Figure 1. Register map, names as in the netlist.
Other sequential cells in the stronger grey, the rest of the logic in the fainter grey.
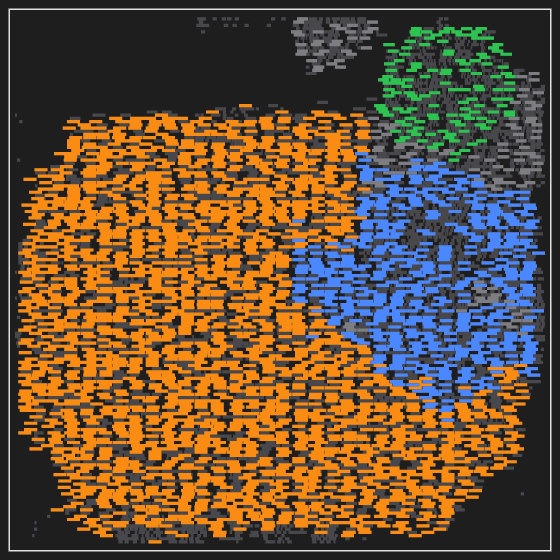
Figure 2. The clock network.
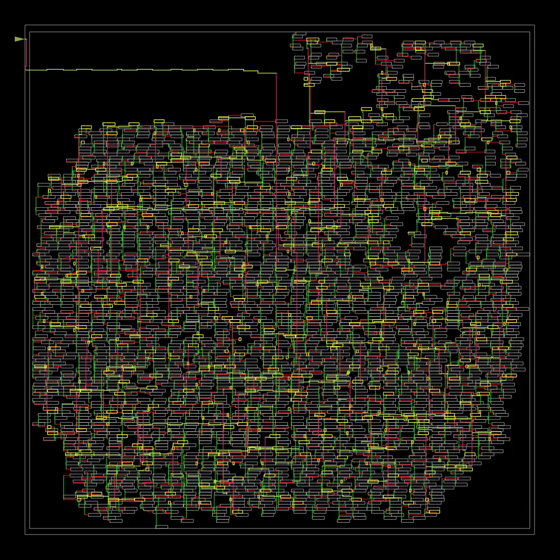
[config.mk]
export PLATFORM = sky130hd
export DESIGN_NAME = gshare_predictor
export DESIGN_NICKNAME = d
export VERILOG_FILES = /design/src/rtl/bp_pkg.sv /design/src/rtl/bp_btb.sv /design/src/rtl/gshare_predictor.sv
export SDC_FILE = /design/constraint.sdc
export NUM_CORES = 2
export LEC_CHECK = 0
export CORE_MARGIN = 4
export CORE_UTILIZATION = 55
export CTS_CLUSTER_DIAMETER = 120
export DETAILED_ROUTE_END_ITERATION = 8
export PLACE_DENSITY = 0.76
export SETUP_SLACK_MARGIN = 0.1
export SLEW_MARGIN = 30
export SYNTH_ARGS = -nofsm -noshare
export SYNTH_HDL_FRONTEND = slang
export SYNTH_SLANG_ARGS = --single-unit
[constraint.sdc]
create_clock -name clk -period 11 [get_ports clk]
set_input_delay 1.1 -clock clk [delete_from_list [all_inputs] [get_ports clk]]
set_output_delay 1.1 -clock clk [all_outputs]
set_load 0.01 [all_outputs]
[src/rtl/bp_pkg.sv]
// rtl/bp_pkg.sv - shared encodings and helpers for the gshare branch predictor
package bp_pkg;

    localparam logic [1:0] CNT_SNT   = 2'd0;
    localparam logic [1:0] CNT_WNT   = 2'd1;
    localparam logic [1:0] CNT_WT    = 2'd2;
    localparam logic [1:0] CNT_ST    = 2'd3;
    localparam logic [1:0] PHT_RESET = CNT_WNT;

    function automatic logic [1:0] sat_update(input logic [1:0] cnt, input logic taken);
        if (taken) begin
            return (cnt == CNT_ST) ? CNT_ST : cnt + 2'd1;
        end
        return (cnt == CNT_SNT) ? CNT_SNT : cnt - 2'd1;
    endfunction

    // Word-aligned PC: the index starts at bit 2, the tag sits directly above it.
    function automatic logic [31:0] pc_index(input logic [31:0] pc, input int unsigned index_bits);
        return (pc >> 2) & ((32'd1 << index_bits) - 32'd1);
    endfunction

    function automatic logic [31:0] pc_tag(input logic [31:0] pc, input int unsigned index_bits,
                                           input int unsigned tag_bits);
        return (pc >> (index_bits + 2)) & ((32'd1 << tag_bits) - 32'd1);
    endfunction

endpackage

[src/rtl/bp_btb.sv]
// rtl/bp_btb.sv - direct-mapped branch target buffer, one async read port, one write port
module bp_btb #(
    parameter int unsigned INDEX_BITS = 6,
    parameter int unsigned TAG_BITS   = 8
) (
    input  logic                  clk,
    input  logic                  rst_n,
    input  logic [INDEX_BITS-1:0] rd_idx,
    input  logic [TAG_BITS-1:0]   rd_tag,
    output logic                  rd_hit,
    output logic [31:0]           rd_target,
    input  logic                  wr_en,
    input  logic [INDEX_BITS-1:0] wr_idx,
    input  logic [TAG_BITS-1:0]   wr_tag,
    input  logic [31:0]           wr_target
);

    localparam int unsigned NUM_ENTRIES = 1 << INDEX_BITS;

    logic [NUM_ENTRIES-1:0] valid_q;
    logic [TAG_BITS-1:0]    tag_q    [NUM_ENTRIES];
    logic [31:0]            target_q [NUM_ENTRIES];

    assign rd_hit    = valid_q[rd_idx] && (tag_q[rd_idx] == rd_tag);
    assign rd_target = target_q[rd_idx];

    always_ff @(posedge clk or negedge rst_n) begin
        if (!rst_n) begin
            valid_q <= '0;
        end else if (wr_en) begin
            valid_q[wr_idx] <= 1'b1;
        end
    end

    // Payload is only meaningful behind a valid bit, so it carries no reset.
    always_ff @(posedge clk) begin
        if (wr_en) begin
            tag_q[wr_idx]    <= wr_tag;
            target_q[wr_idx] <= wr_target;
        end
    end

endmodule

[src/rtl/gshare_predictor.sv]
// rtl/gshare_predictor.sv - gshare direction predictor with BTB, history repair and statistics
module gshare_predictor
    import bp_pkg::*;
#(
    parameter int unsigned INDEX_BITS = 6,
    parameter int unsigned GHR_BITS   = 6,
    parameter int unsigned TAG_BITS   = 8,
    parameter int unsigned CNT_WIDTH  = 32
) (
    input  logic                 clk,
    input  logic                 rst_n,
    input  logic                 pred_valid,
    input  logic [31:0]          pred_pc,
    output logic                 pred_hit,
    output logic                 pred_taken,
    output logic [31:0]          pred_target,
    output logic [GHR_BITS-1:0]  pred_ghr,
    input  logic                 upd_valid,
    input  logic [31:0]          upd_pc,
    input  logic [GHR_BITS-1:0]  upd_ghr,
    input  logic                 upd_taken,
    input  logic [31:0]          upd_target,
    input  logic                 upd_pred_taken,
    input  logic [31:0]          upd_pred_target,
    output logic                 mispredict,
    output logic [CNT_WIDTH-1:0] branch_count,
    output logic [CNT_WIDTH-1:0] mispred_count
);

    localparam int unsigned NUM_ENTRIES = 1 << INDEX_BITS;

    logic [GHR_BITS-1:0]   ghr_q, ghr_d;
    logic [1:0]            pht_q [NUM_ENTRIES];
    logic [CNT_WIDTH-1:0]  branch_q, branch_d;
    logic [CNT_WIDTH-1:0]  mispred_q, mispred_d;

    logic [INDEX_BITS-1:0] pred_idx, upd_idx;
    logic [INDEX_BITS-1:0] pred_pht_idx, upd_pht_idx;
    logic [TAG_BITS-1:0]   pred_tag, upd_tag;
    logic                  btb_hit;
    logic [31:0]           btb_target;

    assign pred_idx     = INDEX_BITS'(pc_index(pred_pc, INDEX_BITS));
    assign upd_idx      = INDEX_BITS'(pc_index(upd_pc, INDEX_BITS));
    assign pred_tag     = TAG_BITS'(pc_tag(pred_pc, INDEX_BITS, TAG_BITS));
    assign upd_tag      = TAG_BITS'(pc_tag(upd_pc, INDEX_BITS, TAG_BITS));
    assign pred_pht_idx = pred_idx ^ INDEX_BITS'(ghr_q);
    assign upd_pht_idx  = upd_idx ^ INDEX_BITS'(upd_ghr);

    bp_btb #(
        .INDEX_BITS (INDEX_BITS),
        .TAG_BITS   (TAG_BITS)
    ) u_btb (
        .clk       (clk),
        .rst_n     (rst_n),
        .rd_idx    (pred_idx),
        .rd_tag    (pred_tag),
        .rd_hit    (btb_hit),
        .rd_target (btb_target),
        .wr_en     (upd_valid && upd_taken),
        .wr_idx    (upd_idx),
        .wr_tag    (upd_tag),
        .wr_target (upd_target)
    );

    assign pred_hit    = btb_hit;
    assign pred_taken  = btb_hit && pht_q[pred_pht_idx][1];
    assign pred_target = pred_taken ? btb_target : pred_pc + 32'd4;
    assign pred_ghr    = ghr_q;

    assign mispredict = upd_valid && ((upd_taken != upd_pred_taken) ||
                        (upd_taken && upd_pred_taken && (upd_target != upd_pred_target)));

    // Repair rebuilds history from the snapshot the branch saw at fetch, overriding any speculative shift.
    always_comb begin
        ghr_d = ghr_q;
        if (mispredict) begin
            ghr_d = {upd_ghr[GHR_BITS-2:0], upd_taken};
        end else if (pred_valid && pred_hit) begin
            ghr_d = {ghr_q[GHR_BITS-2:0], pred_taken};
        end
    end

    always_comb begin
        branch_d  = branch_q;
        mispred_d = mispred_q;
        if (upd_valid && (branch_q != '1)) begin
            branch_d = branch_q + 1'b1;
        end
        if (mispredict && (mispred_q != '1)) begin
            mispred_d = mispred_q + 1'b1;
        end
    end

    always_ff @(posedge clk or negedge rst_n) begin
        if (!rst_n) begin
            ghr_q     <= '0;
            branch_q  <= '0;
            mispred_q <= '0;
        end else begin
            ghr_q     <= ghr_d;
            branch_q  <= branch_d;
            mispred_q <= mispred_d;
        end
    end

    always_ff @(posedge clk or negedge rst_n) begin
        if (!rst_n) begin
            for (int i = 0; i < int'(NUM_ENTRIES); i++) begin
                pht_q[i] <= PHT_RESET;
            end
        end else if (upd_valid) begin
            pht_q[upd_pht_idx] <= sat_update(pht_q[upd_pht_idx], upd_taken);
        end
    end

    assign branch_count  = branch_q;
    assign mispred_count = mispred_q;

endmodule

==> results.txt <==
fresh numbers from the pnr run: top routing layer in use=met4, cell internal pwr=18.4 mW, Total Power=23.5 mW, average wire length per cell after detail routing=37.3 um, Most Frequent Cell on Critical Path=buf_4, number of warnings in the stage logs=50, global-route total usage across every layer=0.305, fraction of layout instances using a drive strength above 1=0.287, multi-input combinational cell area=27100 um2, register share after synthesis=0.751, distinct cell type count after synthesis=74, Synth Warn #=0, cell family contributing the most delay on the critical path=buffers and inverters, chip area=210000 um2, sum of net half-perimeters after detailed placement=162000 um, endpoint of the most critical setup path=pred_target[3], CTS tree=built, Area growth, synth to finish=14.2%, worst r2r dst=pred_ghr[1]$_DFFE_PN0P_, pre-CTS WS=3.09 ns, most used routing layer in global routing=met2, outcome=finished, final reports clean, most frequently placed logic cell in the final layout=edfxtp_1, Area-dominant class=sequential cells, post-DR vias/cell=6.96, Pre-Place Util=0.555, worst-case hold slack=between 0.07 and 0.08 ns, amount of wire on met3 after detailed routing=41900 um, cell count in the Yosys report=between 5000 and 6000, post-synthesis instance area=approximately 110000 um2, Crit Path Category=in2out, met3 capacity usage during global routing=0.0756, met2 capacity usage during global routing=0.471, Final Hold Violation Tally=0, Crit. Startpoint=pred_pc[3], post-synthesis simple-gate area fraction=0.0304, Slew HR=0.150, number of remaining DRC errors=0, pin count of the biggest net entering global routing=155
About Figure 1:
- `pht_q`: green (sequential cells 128; where top right)
- `u_btb.tag_q`: blue (sequential cells 512; where right middle)
- `u_btb.target_q`: orange (sequential cells 2048)
- not coloured: 134
share of cell area taken by flip-flops and latches: 0.657
Storage cell area: 83500 um2
power drawn by the sequential cells: 12.1 mW
final core utilization: 0.634

About Figure 2:
P_clk: 9.72 mW
Worst Clk Skew: 0.0435 ns
registers: 2822
CLK BUF: 375
# clock sinks: 2822

[power by group through the flow]
stage / clock network [mW] / registers, mW / logic, mW
after CTS: 9.79 / 12.1 / 1.64
after global placement: 0 / 12.3 / 1.57
after global routing: 10.3 / 12.2 / 1.75
final: 9.72 / 12.1 / 1.65
after detailed placement: 0 / 12.4 / 1.62
after floorplan: 0 / 12.3 / 0.960
[cells in the mapped netlist (all sizes together), types with 7 or more instances]
cell type,instances
or2,68
nand4,36
o221ai,7
o22ai,15
nor2b,15
edfxtp,2560
xnor2,117
inv,14
a31oi,11
nand3,66
mux2i,98
dfstp,64
nor4,10
mux2,67
xor2,34
a21oi,22
nor2,140
a221oi,11
and3,15
and2,12
o21ai,147
mux4,796
dfrtp,198
a22oi,40
nand2,337
a211oi,8
clkbuf,104
nor3,19
buf,152
No activity file was given, so power comes from the tool's default toggle rates.
